run_1/class_map.png
Bar = 20 um.
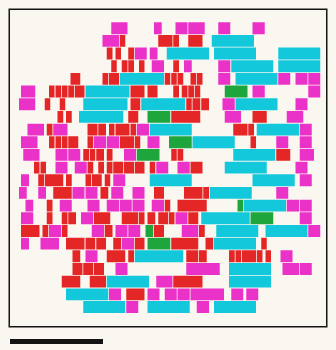
run_1/port_trees.png
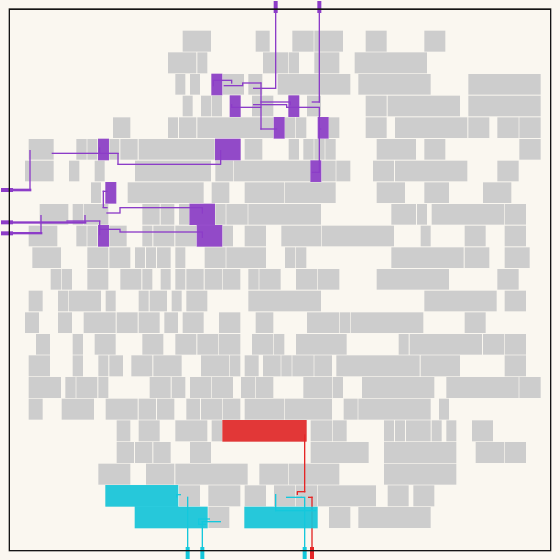
run_1/congestion_map.png
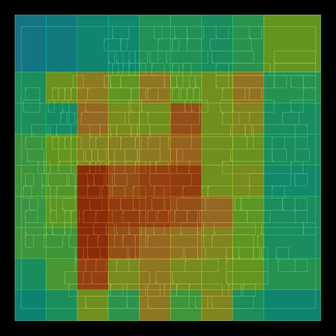
run_1/sizing.png
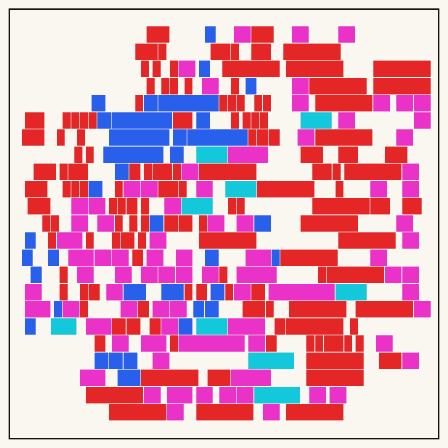
$ cat src/rtl/pipe_ctrl_unit.sv
// Pipelined control unit for the 5-stage MIPS core: ID decode, ID/EX/MEM/WB control
// bundles, load-use interlock, branch flush and HLT drain sequencing.
//
// state   | meaning
// RUN     | normal issue from ID
// DRAIN   | HLT accepted; ID held, waiting for EX/MEM/WB to empty
// HALTED  | pipe empty, bubbles only until reset
module pipe_ctrl_unit #(
  parameter int OPCODE_W  = 6,
  parameter int ALUOP_W   = 3,
  parameter int RA_W      = 5,
  parameter bit HAZARD_EN = 1'b1
) (
  input  logic                clk,
  input  logic                rst_n,
  input  logic                id_valid,
  input  logic [OPCODE_W-1:0] id_opcode,
  input  logic [RA_W-1:0]     id_rs,
  input  logic [RA_W-1:0]     id_rt,
  input  logic [RA_W-1:0]     id_rd,
  input  logic                ex_br_taken,
  output logic                stall,
  output logic                flush,
  output logic                ex_valid,
  output logic [ALUOP_W-1:0]  ex_alu_op,
  output logic                ex_alusrc,
  output logic                ex_branch,
  output logic                ex_memread,
  output logic [RA_W-1:0]     ex_dst,
  output logic                mem_valid,
  output logic                mem_memread,
  output logic                mem_memwrite,
  output logic                mem_memtoreg,
  output logic [RA_W-1:0]     mem_dst,
  output logic                wb_valid,
  output logic                wb_regwrite,
  output logic                wb_memtoreg,
  output logic [RA_W-1:0]     wb_dst,
  output logic                illegal_op,
  output logic                halted
);

  localparam logic [OPCODE_W-1:0] OP_ADD   = OPCODE_W'(0);
  localparam logic [OPCODE_W-1:0] OP_SUB   = OPCODE_W'(1);
  localparam logic [OPCODE_W-1:0] OP_AND   = OPCODE_W'(2);
  localparam logic [OPCODE_W-1:0] OP_OR    = OPCODE_W'(3);
  localparam logic [OPCODE_W-1:0] OP_SLT   = OPCODE_W'(4);
  localparam logic [OPCODE_W-1:0] OP_HLT   = OPCODE_W'(5);
  localparam logic [OPCODE_W-1:0] OP_LW    = OPCODE_W'(7);
  localparam logic [OPCODE_W-1:0] OP_SW    = OPCODE_W'(8);
  localparam logic [OPCODE_W-1:0] OP_ADDI  = OPCODE_W'(9);
  localparam logic [OPCODE_W-1:0] OP_SUBI  = OPCODE_W'(10);
  localparam logic [OPCODE_W-1:0] OP_SLTI  = OPCODE_W'(11);
  localparam logic [OPCODE_W-1:0] OP_BNEQZ = OPCODE_W'(12);
  localparam logic [OPCODE_W-1:0] OP_BEQZ  = OPCODE_W'(13);

  localparam logic [ALUOP_W-1:0] ALU_ADD = ALUOP_W'(0);
  localparam logic [ALUOP_W-1:0] ALU_SUB = ALUOP_W'(1);
  localparam logic [ALUOP_W-1:0] ALU_AND = ALUOP_W'(2);
  localparam logic [ALUOP_W-1:0] ALU_OR  = ALUOP_W'(3);
  localparam logic [ALUOP_W-1:0] ALU_SLT = ALUOP_W'(4);

  typedef enum logic [1:0] {ST_RUN, ST_DRAIN, ST_HALTED} state_t;

  state_t state_q, state_d;

  logic               ex_valid_q, ex_alusrc_q, ex_branch_q, ex_memread_q;
  logic               ex_memwrite_q, ex_memtoreg_q, ex_regwrite_q;
  logic [ALUOP_W-1:0] ex_alu_op_q;
  logic [RA_W-1:0]    ex_dst_q;
  logic               mem_valid_q, mem_memread_q, mem_memwrite_q, mem_memtoreg_q, mem_regwrite_q;
  logic [RA_W-1:0]    mem_dst_q;
  logic               wb_valid_q, wb_regwrite_q, wb_memtoreg_q;
  logic [RA_W-1:0]    wb_dst_q;
  logic               illegal_q, illegal_d;

  logic               d_regwrite, d_memread, d_memwrite, d_memtoreg, d_alusrc, d_branch;
  logic               d_legal, d_halt, uses_rs, uses_rt;
  logic [ALUOP_W-1:0] d_alu_op;
  logic [RA_W-1:0]    d_dst;
  logic               run, ld_use, issue, ex_go;

  always_comb begin
    d_regwrite = 1'b0;
    d_memread  = 1'b0;
    d_memwrite = 1'b0;
    d_memtoreg = 1'b0;
    d_alusrc   = 1'b0;
    d_branch   = 1'b0;
    d_alu_op   = ALU_ADD;
    d_dst      = '0;
    d_legal    = 1'b1;
    d_halt     = 1'b0;
    uses_rt    = 1'b0;
    case (id_opcode)
      OP_ADD:   begin d_regwrite = 1'b1; d_dst = id_rd; uses_rt = 1'b1; d_alu_op = ALU_ADD; end
      OP_SUB:   begin d_regwrite = 1'b1; d_dst = id_rd; uses_rt = 1'b1; d_alu_op = ALU_SUB; end
      OP_AND:   begin d_regwrite = 1'b1; d_dst = id_rd; uses_rt = 1'b1; d_alu_op = ALU_AND; end
      OP_OR:    begin d_regwrite = 1'b1; d_dst = id_rd; uses_rt = 1'b1; d_alu_op = ALU_OR;  end
      OP_SLT:   begin d_regwrite = 1'b1; d_dst = id_rd; uses_rt = 1'b1; d_alu_op = ALU_SLT; end
      OP_HLT:   d_halt = 1'b1;
      OP_LW:    begin
        d_regwrite = 1'b1; d_memread = 1'b1; d_memtoreg = 1'b1; d_alusrc = 1'b1; d_dst = id_rt;
      end
      OP_SW:    begin d_memwrite = 1'b1; d_alusrc = 1'b1; uses_rt = 1'b1; end
      OP_ADDI:  begin d_regwrite = 1'b1; d_alusrc = 1'b1; d_dst = id_rt; d_alu_op = ALU_ADD; end
      OP_SUBI:  begin d_regwrite = 1'b1; d_alusrc = 1'b1; d_dst = id_rt; d_alu_op = ALU_SUB; end
      OP_SLTI:  begin d_regwrite = 1'b1; d_alusrc = 1'b1; d_dst = id_rt; d_alu_op = ALU_SLT; end
      OP_BNEQZ, OP_BEQZ: begin d_branch = 1'b1; d_alu_op = ALU_SUB; end
      default:  d_legal = 1'b0;
    endcase
    if (d_dst == '0) d_regwrite = 1'b0;
  end

  assign uses_rs = ~d_halt;
  assign run     = (state_q == ST_RUN);
  assign ld_use  = HAZARD_EN & id_valid & ex_valid_q & ex_memread_q & (ex_dst_q != '0) &
                   ((uses_rs & (id_rs == ex_dst_q)) | (uses_rt & (id_rt == ex_dst_q)));
  assign flush   = ex_br_taken & ex_valid_q & ex_branch_q;
  // A taken branch kills ID, so its load-use stall would only freeze a dead instruction.
  assign stall   = ~run | (ld_use & ~flush);
  assign issue   = run & id_valid & ~flush & ~ld_use;
  assign ex_go   = issue & d_legal & ~d_halt;
  assign illegal_d = issue & ~d_legal;

  always_comb begin
    state_d = state_q;
    case (state_q)
      ST_RUN:    if (id_valid & d_halt & ~flush) state_d = ST_DRAIN;
      ST_DRAIN:  if (~(ex_valid_q | mem_valid_q | wb_valid_q)) state_d = ST_HALTED;
      default:   state_d = ST_HALTED;
    endcase
  end

  always_ff @(posedge clk or negedge rst_n) begin
    if (!rst_n) begin
      state_q        <= ST_RUN;
      ex_valid_q     <= 1'b0;
      ex_alu_op_q    <= '0;
      ex_alusrc_q    <= 1'b0;
      ex_branch_q    <= 1'b0;
      ex_memread_q   <= 1'b0;
      ex_memwrite_q  <= 1'b0;
      ex_memtoreg_q  <= 1'b0;
      ex_regwrite_q  <= 1'b0;
      ex_dst_q       <= '0;
      mem_valid_q    <= 1'b0;
      mem_memread_q  <= 1'b0;
      mem_memwrite_q <= 1'b0;
      mem_memtoreg_q <= 1'b0;
      mem_regwrite_q <= 1'b0;
      mem_dst_q      <= '0;
      wb_valid_q     <= 1'b0;
      wb_regwrite_q  <= 1'b0;
      wb_memtoreg_q  <= 1'b0;
      wb_dst_q       <= '0;
      illegal_q      <= 1'b0;
    end else begin
      state_q        <= state_d;
      ex_valid_q     <= ex_go;
      ex_alu_op_q    <= ex_go ? d_alu_op : '0;
      ex_alusrc_q    <= ex_go & d_alusrc;
      ex_branch_q    <= ex_go & d_branch;
      ex_memread_q   <= ex_go & d_memread;
      ex_memwrite_q  <= ex_go & d_memwrite;
      ex_memtoreg_q  <= ex_go & d_memtoreg;
      ex_regwrite_q  <= ex_go & d_regwrite;
      ex_dst_q       <= ex_go ? d_dst : '0;
      mem_valid_q    <= ex_valid_q;
      mem_memread_q  <= ex_memread_q;
      mem_memwrite_q <= ex_memwrite_q;
      mem_memtoreg_q <= ex_memtoreg_q;
      mem_regwrite_q <= ex_regwrite_q;
      mem_dst_q      <= ex_dst_q;
      wb_valid_q     <= mem_valid_q;
      wb_regwrite_q  <= mem_regwrite_q;
      wb_memtoreg_q  <= mem_memtoreg_q;
      wb_dst_q       <= mem_dst_q;
      illegal_q      <= illegal_d;
    end
  end

  assign ex_valid     = ex_valid_q;
  assign ex_alu_op    = ex_alu_op_q;
  assign ex_alusrc    = ex_alusrc_q;
  assign ex_branch    = ex_branch_q;
  assign ex_memread   = ex_memread_q;
  assign ex_dst       = ex_dst_q;
  assign mem_valid    = mem_valid_q;
  assign mem_memread  = mem_memread_q;
  assign mem_memwrite = mem_memwrite_q;
  assign mem_memtoreg = mem_memtoreg_q;
  assign mem_dst      = mem_dst_q;
  assign wb_valid     = wb_valid_q;
  assign wb_regwrite  = wb_regwrite_q;
  assign wb_memtoreg  = wb_memtoreg_q;
  assign wb_dst       = wb_dst_q;
  assign illegal_op   = illegal_q;
  assign halted       = (state_q == ST_HALTED);

endmodule

$ cat config.mk
export PLATFORM = sky130hd
export DESIGN_NAME = pipe_ctrl_unit
export DESIGN_NICKNAME = d
export VERILOG_FILES = /design/src/rtl/pipe_ctrl_unit.sv
export SDC_FILE = /design/constraint.sdc
export NUM_CORES = 1
export LEC_CHECK = 0
export ABC_AREA = 1
export CAP_MARGIN = 20
export CORE_UTILIZATION = 35
export DETAILED_ROUTE_END_ITERATION = 6
export PLACE_DENSITY = 0.69
export SKIP_LAST_GASP = 1
export SLEW_MARGIN = 25
export SYNTH_ARGS = -nofsm -noshare
export SYNTH_HDL_FRONTEND = slang
export SYNTH_SLANG_ARGS = --single-unit
$ cat constraint.sdc
create_clock -name clk -period 2.35 [get_ports clk]
set_input_delay 0.5875 -clock clk [delete_from_list [all_inputs] [get_ports clk]]
set_output_delay 0.5875 -clock clk [all_outputs]
set_load 0.1 [all_outputs]
==> out/qor.rpt, run 1 <==
======================================================================================
Outcome                                                                   finished, final reports clean
Synthesized-area fraction occupied by and/or/nand/nor cells                      29.2%
Largest non-sequential cell family by area                                simple AND/OR/NAND/NOR gates
Maximum number of pins on one net before global-route repair                        35
Mean area per synthesized cell                                                9.14 um2
PostCTS Resize Cnt                                                                  34
Met3 layer wire length in the routed design                                     235 um
Total die size                                                             0.00460 mm2
XOR Share, Synth                                                                 4.62%
Yosys top cell by area                                                         dfrtp_1
Clock tree cell share of total cell area                                         3.66%
Final critical delay including setup and external delays                       2.28 ns
Post-synthesis cell count                                                          166
Final routed wire length divided by cell count                                 12.2 um
Adder-cell share of the synthesized area                                            0%
Number of distinct library cells after synthesis                                    21
Initial core utilization                                                         37.1%
Tool warning count                                                                  27
Cell area after layout                                                     0.00249 mm2
Internal power component                                                        890 uW
Root Driver                                                                   clkbuf_8
Core Area                                                                  0.00409 mm2
Die X                                                                          67.8 um
Count of antenna diodes in the layout                                                0
Clock slew at the register clock pins of the worst setup and hold paths        0.06 ns
Most common reg cell                                                           dfrtp_1
Highest-count cells in the layout ignoring fill and taps                  66 x buf_4, 38 x nand2_1, 27 x dfrtp_1, 20 x inv_1, 13 x nor2_2
Layout cells sized above 1                                                       47.7%
DRT iter0 DRCs                                                                      67
Routed Wire Length                                                             3830 um
Flop share of the area                                                           34.7%
Max FO, Critical Path                                                                2
Final setup violation count                                                          0
DP Worst Slack                                                               -0.347 ns
Area leader share                                                                56.1%
Capturing element of the worst setup path                                        stall
======================================================================================
About class_map.png:
Key: registers = cyan [cells 34]; clock drivers and dummy loads = green [cells 8]; remaining logic cells = red [cells 130]; remaining buffers and delay cells = magenta [cells 92]

About port_trees.png:
Key: `ex_alu_op` = cyan [bits 3, direction output, end cells 3, buffers 3, wire 31.3 um]; `id_rt` = purple [bits 5, direction input, end cells 12, buffers 7, wire 150 um]; `ex_branch` = red [bits 1, direction output, end cells 1, buffers 1, wire 15.2 um]

About congestion_map.png:
most crowded layer after global routing: met2
met2 Track Usage GR: 30.1%
routing usage on met1: 22.3%
end-of-flow core utilization: 61.1%

About sizing.png:
Key: x2 = blue [cells 36, share 14%]; x1 and smaller = red [cells 138, share 52%]; x3 and x4 = magenta [cells 81, share 31%]; x6 and larger = cyan [cells 9, share 3.4%]
area grow syn2layout: 64.5%
PnR worst setup slack: 0.0671 ns
count of buffers not belonging to the clock network in the layout: 92

==> inputs of run 2 (changes only) <==
--- a/config.mk
+++ b/config.mk
@@ -9,6 +9,7 @@
 export CAP_MARGIN = 20
 export CORE_UTILIZATION = 35
 export DETAILED_ROUTE_END_ITERATION = 6
+export MAX_ROUTING_LAYER = met4
 export PLACE_DENSITY = 0.69
 export SKIP_LAST_GASP = 1
 export SLEW_MARGIN = 25
==> out/qor.rpt, run 2 <==
======================================================================================
Most crowded layer after global routing                                           met2   unchanged
Root Driver                                                                   clkbuf_8   unchanged
End-of-flow core utilization                                                     61.4%   was 61.1%
Highest-count cells in the layout ignoring fill and taps                  61 x buf_4, 35 x nand2_1, 27 x dfrtp_1, 20 x inv_1, 15 x nor2_2   was 66 x buf_4, 38 x nand2_1, 27 x dfrtp_1, 20 x inv_1, 13 x nor2_2
Count of antenna diodes in the layout                                                0   unchanged
DP Worst Slack                                                               -0.342 ns   was -0.347 ns
Wire length of the first global-routing pass                                   5640 um   was 5840 um
Maximum number of pins on one net before global-route repair                        35   unchanged
Max FO, Critical Path                                                                2   unchanged
Final Wtd Congestion                                                             0.820   was 0.906
XOR Share, Synth                                                                 4.62%   unchanged
Placed cell areas                                                          0.00226 mm2   unchanged
Largest non-sequential cell family by area                                simple AND/OR/NAND/NOR gates   unchanged
Number of buffers inserted by hold repair at cts                                     0   unchanged
Cells taking the most area after synthesis                                dfrtp_1 56%, nand2_1 9.9%, inv_1 5.4%   unchanged
Synthesized-area fraction occupied by and/or/nand/nor cells                      29.2%   unchanged
Die X                                                                          67.8 um   unchanged
Final setup violation count                                                          0   unchanged
Final routed wire length divided by cell count                                 11.5 um   was 12.2 um
Clock slew at the register clock pins of the worst setup and hold paths        0.07 ns   was 0.06 ns
Max-cap violations                                                                   0   unchanged
TritonCTS buffer count                                                               5   unchanged
Overall track demand over capacity in global routing                             17.2%   was 18.0%
Most common reg cell                                                           dfrtp_1   unchanged
Outcome                                                                   finished, final reports clean   unchanged
Yosys top cell by area                                                         dfrtp_1   unchanged
Met3 layer wire length in the routed design                                     182 um   was 235 um
Clock tree cell share of total cell area                                         3.64%   was 3.66%
Layout inverter count without the clock tree                                        23   unchanged
DRT iter0 DRCs                                                                      65   was 67
Tool warning count                                                                  27   unchanged
Number of distinct library cells after synthesis                                    21   unchanged
Internal power component                                                        891 uW   was 890 uW
Routed Wire Length                                                             3580 um   was 3830 um
Capturing element of the worst setup path                                        stall   unchanged
Sum of negative setup slack                                                       0 ns   unchanged
Adder-cell share of the synthesized area                                            0%   unchanged
PnR worst setup slack                                                        0.0428 ns   was 0.0671 ns
Post-synthesis cell count                                                          166   unchanged
PostCTS Resize Cnt                                                                  31   was 34
Routed wl met2                                                                 1760 um   was 1900 um
Area grow syn2layout                                                             65.3%   was 64.5%
Met2 Track Usage GR                                                              27.5%   was 30.1%
Critical path class                                                          in -> out   unchanged
Mean area per synthesized cell                                                9.14 um2   unchanged
Initial core utilization                                                         37.1%   unchanged
Layout cells sized above 1                                                       47.5%   was 47.7%
======================================================================================
run_2/port_trees.png
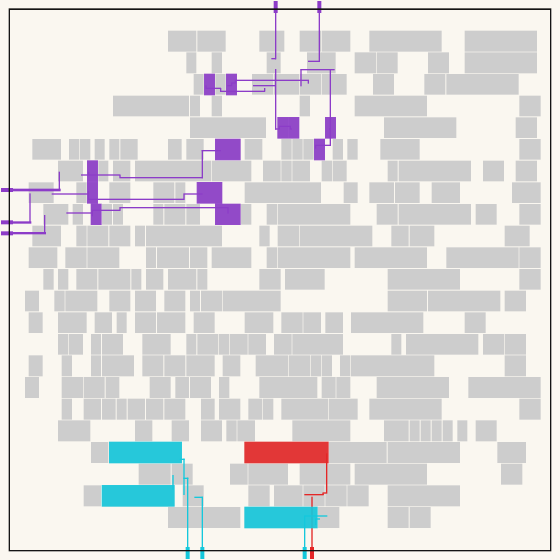
Key: `ex_branch` = red [bits 1, direction output, end cells 1, buffers 1, wire 14.2 um]; `ex_alu_op` = cyan [bits 3, direction output, end cells 3, buffers 3, wire 30.7 um]; `id_rt` = purple [bits 5, direction input, end cells 12, buffers 7, wire 148 um]
num ports: 58
count of input and output buffers: 57

Power is estimated from default activity; no workload was simulated.
